===== src/rtl/if_fetch_buffer_pkg.sv =====
// Shared definitions for the instruction-fetch stage: data width, NOP encoding
// and the fetch FSM state encoding.
package if_fetch_buffer_pkg;

    localparam int CpuWidth = 32;
    localparam logic [31:0] InstNop = 32'h0000_0013;

    typedef enum logic [1:0] {
        IF_IDLE = 2'd0,
        IF_REQ  = 2'd1,
        IF_WAIT = 2'd2
    } if_state_e;

endpackage


===== src/rtl/if_inst_fifo.sv =====
// Synchronous FIFO holding {pc, inst} entries. The head is read straight from
// storage, so a pushed entry is visible the cycle after the push.
module if_inst_fifo #(
    parameter int WIDTH = 64,
    parameter int DEPTH = 2,
    localparam int AW = $clog2(DEPTH),
    localparam int CW = AW + 1
) (
    input  logic             clk_i,
    input  logic             rstn_i,
    input  logic             flush_i,
    input  logic             push_i,
    input  logic [WIDTH-1:0] wdata_i,
    input  logic             pop_i,
    output logic [WIDTH-1:0] rdata_o,
    output logic             full_o,
    output logic             empty_o,
    output logic [CW-1:0]    count_o
);

    logic [WIDTH-1:0] mem_q [DEPTH];
    logic [AW-1:0]    wr_ptr_q;
    logic [AW-1:0]    rd_ptr_q;
    logic [CW-1:0]    count_q;
    logic             push_ok;
    logic             pop_ok;

    // A push into a full FIFO is accepted only when the head leaves the same cycle.
    assign push_ok = push_i && (!full_o || pop_i);
    assign pop_ok  = pop_i && !empty_o;

    always_ff @(posedge clk_i or negedge rstn_i) begin
        if (!rstn_i) begin
            for (int i = 0; i < DEPTH; i++) begin
                mem_q[i] <= '0;
            end
            wr_ptr_q <= '0;
            rd_ptr_q <= '0;
            count_q  <= '0;
        end else if (flush_i) begin
            wr_ptr_q <= '0;
            rd_ptr_q <= '0;
            count_q  <= '0;
        end else begin
            if (push_ok) begin
                mem_q[wr_ptr_q] <= wdata_i;
                wr_ptr_q        <= wr_ptr_q + AW'(1);
            end
            if (pop_ok) begin
                rd_ptr_q <= rd_ptr_q + AW'(1);
            end
            count_q <= count_q + CW'(push_ok) - CW'(pop_ok);
        end
    end

    assign rdata_o = mem_q[rd_ptr_q];
    assign full_o  = (count_q == CW'(DEPTH));
    assign empty_o = (count_q == '0);
    assign count_o = count_q;

endmodule


===== src/rtl/if_fetch_buffer.sv =====
// Instruction fetch: one outstanding req/gnt/rvalid transaction, responses
// buffered with their PC and handed to decode over valid/ready.
module if_fetch_buffer
    import if_fetch_buffer_pkg::*;
#(
    parameter int CPU_WIDTH = CpuWidth,
    parameter int DEPTH     = 2
) (
    input  logic                 clk_i,
    input  logic                 rstn_i,
    input  logic [CPU_WIDTH-1:0] pc_i,
    input  logic                 jump_en_i,
    output logic                 pc_stall_o,
    output logic                 imem_req_o,
    output logic [CPU_WIDTH-1:0] imem_addr_o,
    input  logic                 imem_gnt_i,
    input  logic                 imem_rvalid_i,
    input  logic [CPU_WIDTH-1:0] imem_rdata_i,
    output logic                 inst_valid_o,
    output logic [CPU_WIDTH-1:0] inst_o,
    output logic [CPU_WIDTH-1:0] inst_pc_o,
    input  logic                 inst_ready_i
);

    localparam int CW = $clog2(DEPTH) + 1;
    localparam logic [CPU_WIDTH-1:0] AlignMask = ~CPU_WIDTH'(3);

    if_state_e              state_q, state_d;
    logic [CPU_WIDTH-1:0]   req_pc_q, req_pc_d;
    logic                   discard_q, discard_d;

    logic [CPU_WIDTH-1:0]   pc_aligned;
    logic                   granted;
    logic                   resp;
    logic                   fifo_push;
    logic                   fifo_pop;
    logic [2*CPU_WIDTH-1:0] fifo_rdata;
    logic                   fifo_full;
    logic                   fifo_empty;
    logic [CW-1:0]          fifo_count;
    logic [CW-1:0]          count_after;
    logic                   has_space;

    assign pc_aligned = pc_i & AlignMask;
    assign granted    = (state_q == IF_REQ) && imem_gnt_i;
    assign resp       = (state_q == IF_WAIT) && imem_rvalid_i;

    // A response is kept only if no flush has happened since its request was granted.
    assign fifo_push   = resp && !discard_q && !jump_en_i;
    assign fifo_pop    = inst_valid_o && inst_ready_i;
    assign count_after = fifo_count + CW'(fifo_push) - CW'(fifo_pop);
    assign has_space   = (count_after < CW'(DEPTH));

    always_ff @(posedge clk_i or negedge rstn_i) begin
        if (!rstn_i) begin
            state_q   <= IF_IDLE;
            req_pc_q  <= '0;
            discard_q <= 1'b0;
        end else begin
            state_q   <= state_d;
            req_pc_q  <= req_pc_d;
            discard_q <= discard_d;
        end
    end

    always_comb begin
        state_d   = state_q;
        req_pc_d  = req_pc_q;
        discard_d = discard_q;
        case (state_q)
            IF_IDLE: begin
                if (!jump_en_i && !fifo_full) begin
                    state_d = IF_REQ;
                end
            end
            IF_REQ: begin
                // pc_i is frozen by pc_stall_o until this cycle, so it tags the response.
                if (imem_gnt_i) begin
                    state_d   = IF_WAIT;
                    req_pc_d  = pc_aligned;
                    discard_d = jump_en_i;
                end
            end
            IF_WAIT: begin
                if (imem_rvalid_i) begin
                    discard_d = 1'b0;
                    state_d   = (jump_en_i || discard_q || has_space) ? IF_REQ : IF_IDLE;
                end else if (jump_en_i) begin
                    discard_d = 1'b1;
                end
            end
            default: begin
                state_d = IF_IDLE;
            end
        endcase
    end

    always_comb begin
        imem_req_o  = 1'b0;
        imem_addr_o = '0;
        pc_stall_o  = 1'b1;
        if (state_q == IF_REQ) begin
            imem_req_o  = 1'b1;
            imem_addr_o = pc_aligned;
            pc_stall_o  = !granted;
        end
    end

    if_inst_fifo #(
        .WIDTH (2 * CPU_WIDTH),
        .DEPTH (DEPTH)
    ) u_fifo (
        .clk_i   (clk_i),
        .rstn_i  (rstn_i),
        .flush_i (jump_en_i),
        .push_i  (fifo_push),
        .wdata_i ({req_pc_q, imem_rdata_i}),
        .pop_i   (fifo_pop),
        .rdata_o (fifo_rdata),
        .full_o  (fifo_full),
        .empty_o (fifo_empty),
        .count_o (fifo_count)
    );

    assign inst_valid_o = !fifo_empty;
    assign inst_pc_o    = inst_valid_o ? fifo_rdata[2*CPU_WIDTH-1:CPU_WIDTH] : '0;
    assign inst_o       = inst_valid_o ? fifo_rdata[CPU_WIDTH-1:0] : '0;

endmodule


===== config.mk =====
export PLATFORM = sky130hd
export DESIGN_NAME = if_fetch_buffer
export DESIGN_NICKNAME = d
export VERILOG_FILES = /design/src/rtl/if_fetch_buffer_pkg.sv /design/src/rtl/if_inst_fifo.sv /design/src/rtl/if_fetch_buffer.sv
export SDC_FILE = /design/constraint.sdc
export NUM_CORES = 1
export LEC_CHECK = 0
export ABC_CLOCK_PERIOD_IN_PS = 2080
export CAP_MARGIN = 20
export CORE_MARGIN = 1
export CORE_UTILIZATION = 40
export CTS_BUF_LIST = sky130_fd_sc_hd__clkbuf_8
export DETAILED_ROUTE_END_ITERATION = 16
export PLACE_DENSITY = 0.64
export SLEW_MARGIN = 10
export SYNTH_ARGS = -nofsm -noshare
export SYNTH_HDL_FRONTEND = slang
export SYNTH_HIERARCHICAL = 1
export SYNTH_SLANG_ARGS = --single-unit

===== constraint.sdc =====
create_clock -name clk_i -period 2.08 [get_ports clk_i]
set_input_delay 0.416 -clock clk_i [delete_from_list [all_inputs] [get_ports clk_i]]
set_output_delay 0.416 -clock clk_i [all_outputs]
set_load 0.03 [all_outputs]

**Run 1: port wiring**

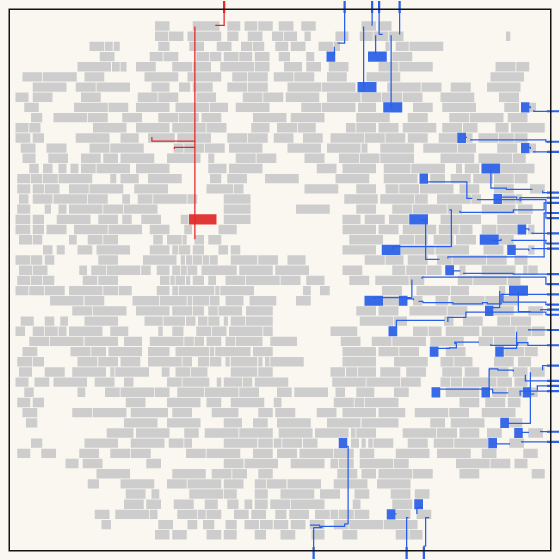
| port | color | direction | edge | end cells | buffers | wire |
|---|---|---|---|---|---|---|
| pc_stall_o | red | output | top | 1 | 1 | 81.3 µm |
| inst_o | blue | output | 25 right, 4 top, 3 bottom | 32 | 32 | 703 µm |

**Run 1: drive-strength map**

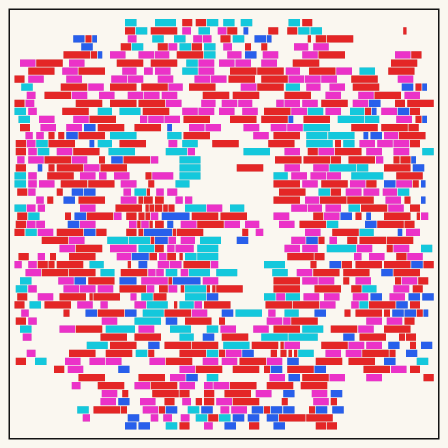
| size | color | cells | share |
|---|---|---|---|
| x3 and x4 | magenta | 274 | 34% |
| x6 and larger | cyan | 119 | 15% |
| x1 and smaller | red | 315 | 39% |
| x2 | blue | 97 | 12% |

**Run 1: routed metal per tile**

Scale bar: 50 µm. 29 x 29 tiles, from dark purple (low) to yellow (high), scaled to the fullest tile. Values are wire area over tile area, all layers added.
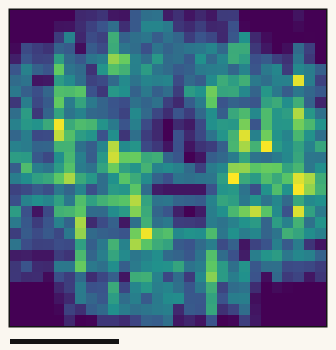
nearly empty tiles: 10%
mean over tiles: 0.16
fullest tile: 0.45
tiles over half the peak: 25%
densest ninth of the die: middle right

**Run 1: routing congestion**

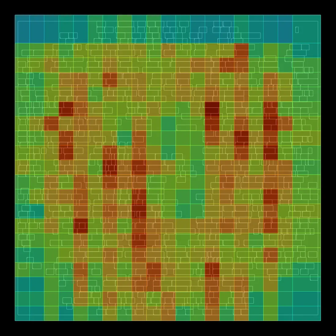
fraction of the core area covered by cells at the end of the flow: 0.611
routed wire length per instance: 20.0 µm
total routing usage reported by global routing: 0.184
GR met2 Demand/Resource: 0.295
met3 global-route usage: 0.0510

==> run summary, run 1 <==
Results of an implementation run.

The primary flip-flop cell chosen by synthesis mapping is sky130_fd_sc_hd__dfrtp_1. The clock tree cell share of total cell area is 0.0294. Clock tree synthesis found a total of 165 sinks.

In this run the deepest clock path goes through 2 buffers. The power report puts the leakage power at 5.76 nW. The flow ran to the end, but the final reports show violations. The final standard cell count with taps included and fillers excluded is 1,070. The number of antenna cells inserted is 0. Max-slew check failures listed in the final report amount to 0. The element type at the critical path end is an output pin. Counting the fill cells in the layout gives 1,543. Listed in order, past its start point the critical path passes buf_6 -> buf_12 -> buf_8 -> mux2_4 -> nor2b_4 -> buf_6.

The final sequential cell count is 165. The fmax is 431 MHz. In the final report, the number of endpoints failing setup comes to 194.

The top cell family by delay on the critical path is buffers and inverters. The total vias in the final route is 5,209. The report counts max-capacitance violations totalling 0. The main area contributors are sky130_fd_sc_hd__dfrtp_1 51%, sky130_fd_sc_hd__mux2_2 18%, sky130_fd_sc_hd__mux2_4 16%, sky130_fd_sc_hd__nor2b_1 5.2%, sky130_fd_sc_hd__and2_1 2.3%.

The via count of the first global-routing pass is 5,408. TritonCTS built the clock tree. The critical path class is reg -> out. The cell taking the most area after synthesis is sky130_fd_sc_hd__dfrtp_1. Entering global routing, the biggest net connects 50 pins. The final timing report gives a worst setup slack of -241 ps. The count of routing violations after the opening detailed-route iteration is 258. The initial antenna violation count was 0. Setup repair after global routing could not meet its margin everywhere. The final layout report lists a non-clock buffer count of 240.

The first global-routing pass estimated 28,700 µm of wire. The checks that failed: setup timing. The power density over cell area is 1010 nW/µm². The combinational gate count is 363.

The uppermost metal layer occupied by signal nets is met4. The count of buffer and inverter cells on the critical path is 4. The met2 wire length is 10,100 µm. In the synthesized netlist, the number of instances is 565. The H-tree was split into 4 levels.

The maximum ir drop on the vdd rail is 0.635 mV. Counting the warning lines in the Yosys log gives 6. The cell class with the largest area share is combinational gates. The clock skew is 13.0 ps. The final RePlAce weighted congestion is 0.803.

Counting the buffers created by CTS gives 17. The clock insertion delay at the later pin of the skew report is 460 ps. The combinational cell area excluding buffers and inverters is 4340 µm². The maximum fanout encountered on the critical timing path is 8. The endpoint arrival time on the critical path is 1900 ps. The layout report lists the non-clock buffer share of cell area as 0.236. The flip-flop and latch share of the layout cell area is 0.344. The wire length the detailed router placed on met1 is 9890 µm. The worst register-to-register path begins at u_fifo/count_o[0]. In this run the tools logged warnings totalling 30.

The most common cell after layout, fill and taps aside is sky130_fd_sc_hd__mux2_4. The tally of nets with antenna violations remaining after routing is 0. In the synthesized netlist, the cells that appear most often are 165 x sky130_fd_sc_hd__dfrtp_1, 131 x sky130_fd_sc_hd__mux2_2, 87 x sky130_fd_sc_hd__mux2_4. Recorded from the global router log, the overflow total was 0. The post-synth area from yosys stat is 8110 µm².

The capture point of the worst register-to-register path is recorded as u_fifo/mem_q[35]. The initial utilization of the core area, before any placement, comes to 0.413. The sequential fraction of the synthesis area is 0.509. The total power is 0.0121 W. The global-route layer with the greatest usage is met2.

Per the placement report, the placed cell count is 994. Counting cells, the worst reg-to-reg path comes to 8. The count of cell instances traversed by the critical path is 6. Endpoints failing hold in the final report were tallied at 0. The number of search-and-repair iterations in the first detailed-routing pass is 5. The half-perimeter wire length after detailed placement is 11,700 µm. After synthesis, the design contains 565 cells according to Yosys.

The fraction of registers with async set or reset after synthesis is 1.00. The proportion of layout cells with a drive suffix above 1 is 0.609. The count of library flops with an enable pin is 0. The floorplan step set the die width to 144 µm. During placement, the flow inserted port buffers numbering 164. The library cells used most frequently in the layout, excluding fill and tap cells, are 171 x sky130_fd_sc_hd__mux2_4, 162 x sky130_fd_sc_hd__dfrtp_1, 66 x sky130_fd_sc_hd__clkdlybuf4s50_1.

Per the post-CTS timing run, clock transition at the registers of the reported paths is 80 ps.
-- run 1: cell families after synthesis --
kind of cell             count (synthesis)  synth area share
AND-OR/OR-AND                            9           0.00725
XOR/XNOR                                 5           0.00540
other                                    1          0.000463
AND/OR/NAND/NOR                        117            0.0903
multiplexers                           222             0.349
buffers and inverters                   43            0.0341
flip-flops                             165             0.509
adder cells (fa/ha/maj)                  3           0.00463
-- run 1: stage by stage --
stage               hold slack, ps   util  setup WS [ps]  TNS, ps
floorplan                      120      -           3.02        0
global placement               399  0.519           -274   -31630
detailed placement             402  0.519           -265   -29010
CTS                            473  0.561           -337   -28470
global route                   519  0.611           -297   -44380
finish                         489  0.611           -241   -32830
-- run 1: flip-flops by register name, indices dropped and copies added, names as in the netlist --
| signal | count |
|---|---|
| discard_q | 1 |
| req_pc_q | 30 |
| state_q | 2 |
| u_fifo/count_o | 2 |
| u_fifo/mem_q | 128 |
| u_fifo/rd_ptr_q | 1 |
| u_fifo/wr_ptr_q | 1 |
-- run 1: report_power, final --
group	internal [W]	switching [W]	leakage, nW
clock network	0.000930	0.00119	0.185
logic	0.00338	0.00181	3.41
registers	0.00419	0.000635	2.17
-- run 1: how the worst max path moves through the flow --
stage	slack, ps	endpoint
final	-240	inst_pc_o[12]
after global routing	-300	inst_pc_o[12]
after CTS	-340	inst_pc_o[18]
after detailed placement	-260	u_fifo/mem_q[46]
after global placement	-270	u_fifo/mem_q[14]
after floorplan	3	u_fifo/mem_q[13]
-- run 1: what timing repair did --
| action | in CTS | in global routing |
|---|---|---|
| pin swaps | 20 | 11 |
| endpoints found under the setup margin | 96 | 224 |
| endpoints found under the hold margin | 44 | 0 |
| hold buffers | 1 | 0 |
| cloned | 5 | 17 |
| gates resized | 213 | 311 |
| setup buffers | 11 | 14 |
==> run 1 -> run 2 <==
--- a/config.mk
+++ b/config.mk
@@ -9,7 +9,6 @@
 export CAP_MARGIN = 20
 export CORE_MARGIN = 1
 export CORE_UTILIZATION = 40
-export CTS_BUF_LIST = sky130_fd_sc_hd__clkbuf_8
 export DETAILED_ROUTE_END_ITERATION = 16
 export PLACE_DENSITY = 0.64
 export SLEW_MARGIN = 10
**Run 2: cells colored by class**

Scale bar: 50 µm.
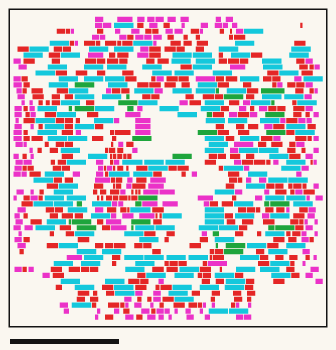
| class | color | cells |
|---|---|---|
| clock drivers and dummy loads | green | 32 |
| remaining buffers and delay cells | magenta | 209 |
| remaining logic cells | red | 367 |
| registers | cyan | 165 |

==> run 2 against run 1 <==
Effect of this change: the run still ends with setup timing left; fmax is 3.6% higher; routed wire length decreased by 14%; first-iteration DRC count shrank 9.3%; setup slack better by 81 ps; via count shrank 4.2%; register-to-register slack improved by 290 ps.
==> run summary, run 2 <==
Results of an implementation run.

The count of buffer and inverter cells on the critical path is 4 (unchanged). The tally of max-capacitance violations is 0 (unchanged). The tightest hold margin is 482 ps (was 489 ps).

The setup violation total in the final timing report is 64 (was 194). The number of hold violations in the final report is 0 (unchanged). The proportion of layout cells with a drive suffix above 1 was 0.547 (was 0.609). The filler cell count in the final layout is 1,675 (was 1,543).

Cell-by-cell listing of the critical path: buf_12 -> buf_12 -> buf_6 -> mux2_4 -> nor2b_4 -> buf_6 (was buf_6 -> buf_12 -> buf_8 -> mux2_4 -> nor2b_4 -> buf_6). The number of clock buffers inserted by TritonCTS is 17 (unchanged). The floorplan die width is 144 µm (unchanged).

The residual overflow from global routing came to 0 (unchanged). The net load switching power is 0.00344 W (was 0.00364 W). The dominant power group is sequential cells (was combinational cells). The via count of the first global-routing pass is 5,357 (was 5,408). The primary flip-flop cell chosen by synthesis mapping is sky130_fd_sc_hd__dfrtp_1 (unchanged). The switching share of power was 0.289 (was 0.300).

The maximum number of pins on one net before global-route repair came to 50 (unchanged). The startpoint of the worst register-to-register path is u_fifo/count_o[0] (unchanged). The clock skew was 9.60 ps (was 13.0 ps).

The initial antenna violation count is 0 (unchanged). The clock insertion delay at the later pin of the skew report was 420 ps (was 460 ps). The clock network fraction of design power is 0.244 (was 0.175).

The global-route layer with the greatest usage is met2 (unchanged). The TritonCTS clock tree is done (unchanged). The sequential logic power is 0.00477 W (was 0.00482 W). The total power came to 0.0119 W (was 0.0121 W).

The combinational-cell power consumption was 0.00425 W (was 0.00519 W). The final RePlAce weighted congestion is 0.803 (unchanged). Top Registers: u_fifo/mem_q: 128 flops, req_pc_q: 30 flops (unchanged). Violated checks: setup timing (unchanged).

The uppermost metal layer occupied by signal nets is met4 (unchanged). The global-route met2 utilization was 0.288 (was 0.295). The cell-internal power came to 0.00847 W (was 0.00850 W). The synthesized netlist cell count is 565 (unchanged). The total vias in the final route is 4,991 (was 5,209). The summed negative setup slack over all endpoints is -6030 ps (was -32,830 ps).

The global-route usage over all layers is 0.178 (was 0.184). The routing usage on met3 came to 0.0384 (was 0.0510). The total number of H-tree levels is 4 (unchanged).

The setup slack after layout is -160 ps (was -241 ps). The clock network power consumption is 0.00290 W (was 0.00212 W). The static leakage power is 5.25 nW (was 5.76 nW). The cell taking the most area after synthesis is sky130_fd_sc_hd__dfrtp_1 (unchanged).

The first-pass GRT wire length was 28,200 µm (was 28,700 µm). The met2 wire length is 8740 µm (was 10,100 µm). The reg-to-reg endpoint is u_fifo/mem_q[20] (was u_fifo/mem_q[35]). The register with the most flip-flops is u_fifo/mem_q (unchanged).

The count of routing violations after the opening detailed-route iteration is 234 (was 258). Largest cells by area after synthesis: sky130_fd_sc_hd__dfrtp_1 51%, sky130_fd_sc_hd__mux2_2 18%, sky130_fd_sc_hd__mux2_4 16%, sky130_fd_sc_hd__nor2b_1 5.2%, sky130_fd_sc_hd__and2_1 2.3% (unchanged). The final standard cell count with taps included and fillers excluded came to 1,038 (was 1,070). The average routed wire per standard cell is 17.8 µm (was 20.0 µm). The number of OpenROAD warnings came to 30 (unchanged). Result of the run: finished with violations (unchanged).

The flip-flop count of the largest register, all copies and words added is 128 (unchanged). The fraction of registers with async set or reset after synthesis is 1.00 (unchanged). The number of standard cells reported by yosys is 565 (unchanged).

The part of the power in combinational logic is 0.356 (was 0.428). The count of library flops with an enable pin was 0 (unchanged). The fraction of the core area occupied by cells at floorplan is 0.413 (unchanged).

The sequential group share of total power was 0.400 (was 0.397). The power density over cell area is 1090 nW/µm² (was 1010 nW/µm²). The port buffer count is 164 (unchanged). The final count of pins violating max slew is 0 (unchanged).

The endpoint arrival time on the critical path is 1820 ps (was 1900 ps). The half-perimeter wire length after detailed placement came to 11,700 µm (unchanged). The fmax was 447 MHz (was 431 MHz).

The total number of yosys warnings is 6 (unchanged). The cell count after placement is 994 (unchanged). The maximum fanout encountered on the critical timing path was 7 (was 8). The critical path class is reg -> out (unchanged). The clock edge transition at the registers on the reported setup and hold paths is 60 ps (was 80 ps). The clock sink total came to 165 (unchanged).

The number of cells on the worst reg-to-reg path is 6 (was 8). Top cell types by occurrence after synthesis: 165 x sky130_fd_sc_hd__dfrtp_1, 131 x sky130_fd_sc_hd__mux2_2, 87 x sky130_fd_sc_hd__mux2_4 (unchanged). The top cell family by delay on the critical path is buffers and inverters (unchanged). The element type at the critical path end is an output pin (unchanged). The wire length the detailed router placed on met1 is 8720 µm (was 9890 µm). The post-synth area from yosys stat is 8110 µm² (unchanged).
[run 2: cell counts after synthesis]
No cell type changed its count.
[run 2: worst max-delay path by stage]
stage | startpoint | end | slack (ps) | cells past startpoint
3_5_place_dp | inst_ready_i | u_fifo/mem_q[46] | -260 | 6
3_3_place_gp | inst_ready_i | u_fifo/mem_q[14] | -270 | 6
6_report | u_fifo/rd_ptr_q | inst_pc_o[12] | -160 | 6
2_1_floorplan | u_fifo/count_o[0] | u_fifo/mem_q[13] | 3 | 8
4_1_cts | u_fifo/rd_ptr_q | inst_pc_o[13] | -280 | 4
5_1_grt | u_fifo/rd_ptr_q | inst_o[26] | -200 | 6
[run 2: what timing repair did]
action / in CTS / in global routing
gates cloned: 2 / 4
endpoints found under the setup margin: 88 / 95
hold buffers: 1 / 0
pin swaps: 0 / 7
hold endpoints to repair: 44 / 0
resized: 164 / 241
setup buffers: 5 / 3
[run 2: cell families after synthesis]
group | after synthesis | share of synthesized area
flops | 165 | 0.509
xor+xnor | 5 | 0.00540
fa+ha+maj | 3 | 0.00463
simple gates | 117 | 0.0903
buf+inv | 43 | 0.0341
mux | 222 | 0.349
compound gates | 9 | 0.00725
other cells | 1 | 0.000463
[run 2: layout make-up]
| type | count | area (µm²) | share of cell area |
|---|---|---|---|
| clock inverters | 12 | 108 | 0.00980 |
| clock buffers | 20 | 437 | 0.0398 |
| well taps | 265 | 332 | 0.0302 |
| flip-flops and latches | 165 | 4130 | 0.376 |
| inverters | 5 | 18.8 | 0.00171 |
| multi-input cells | 362 | 3880 | 0.353 |
| repair buffers | 209 | 2070 | 0.189 |
[run 2: per-stage QoR]
step / instance area, µm² / setup slack, ps
finish: 11000 / -160
global route: 11000 / -203
CTS: 10900 / -278
detailed placement: 10200 / -265
global placement: 10200 / -274
floorplan: 8150 / 3.02
Power figures rest on the tool's default switching activity, not on a simulated workload.
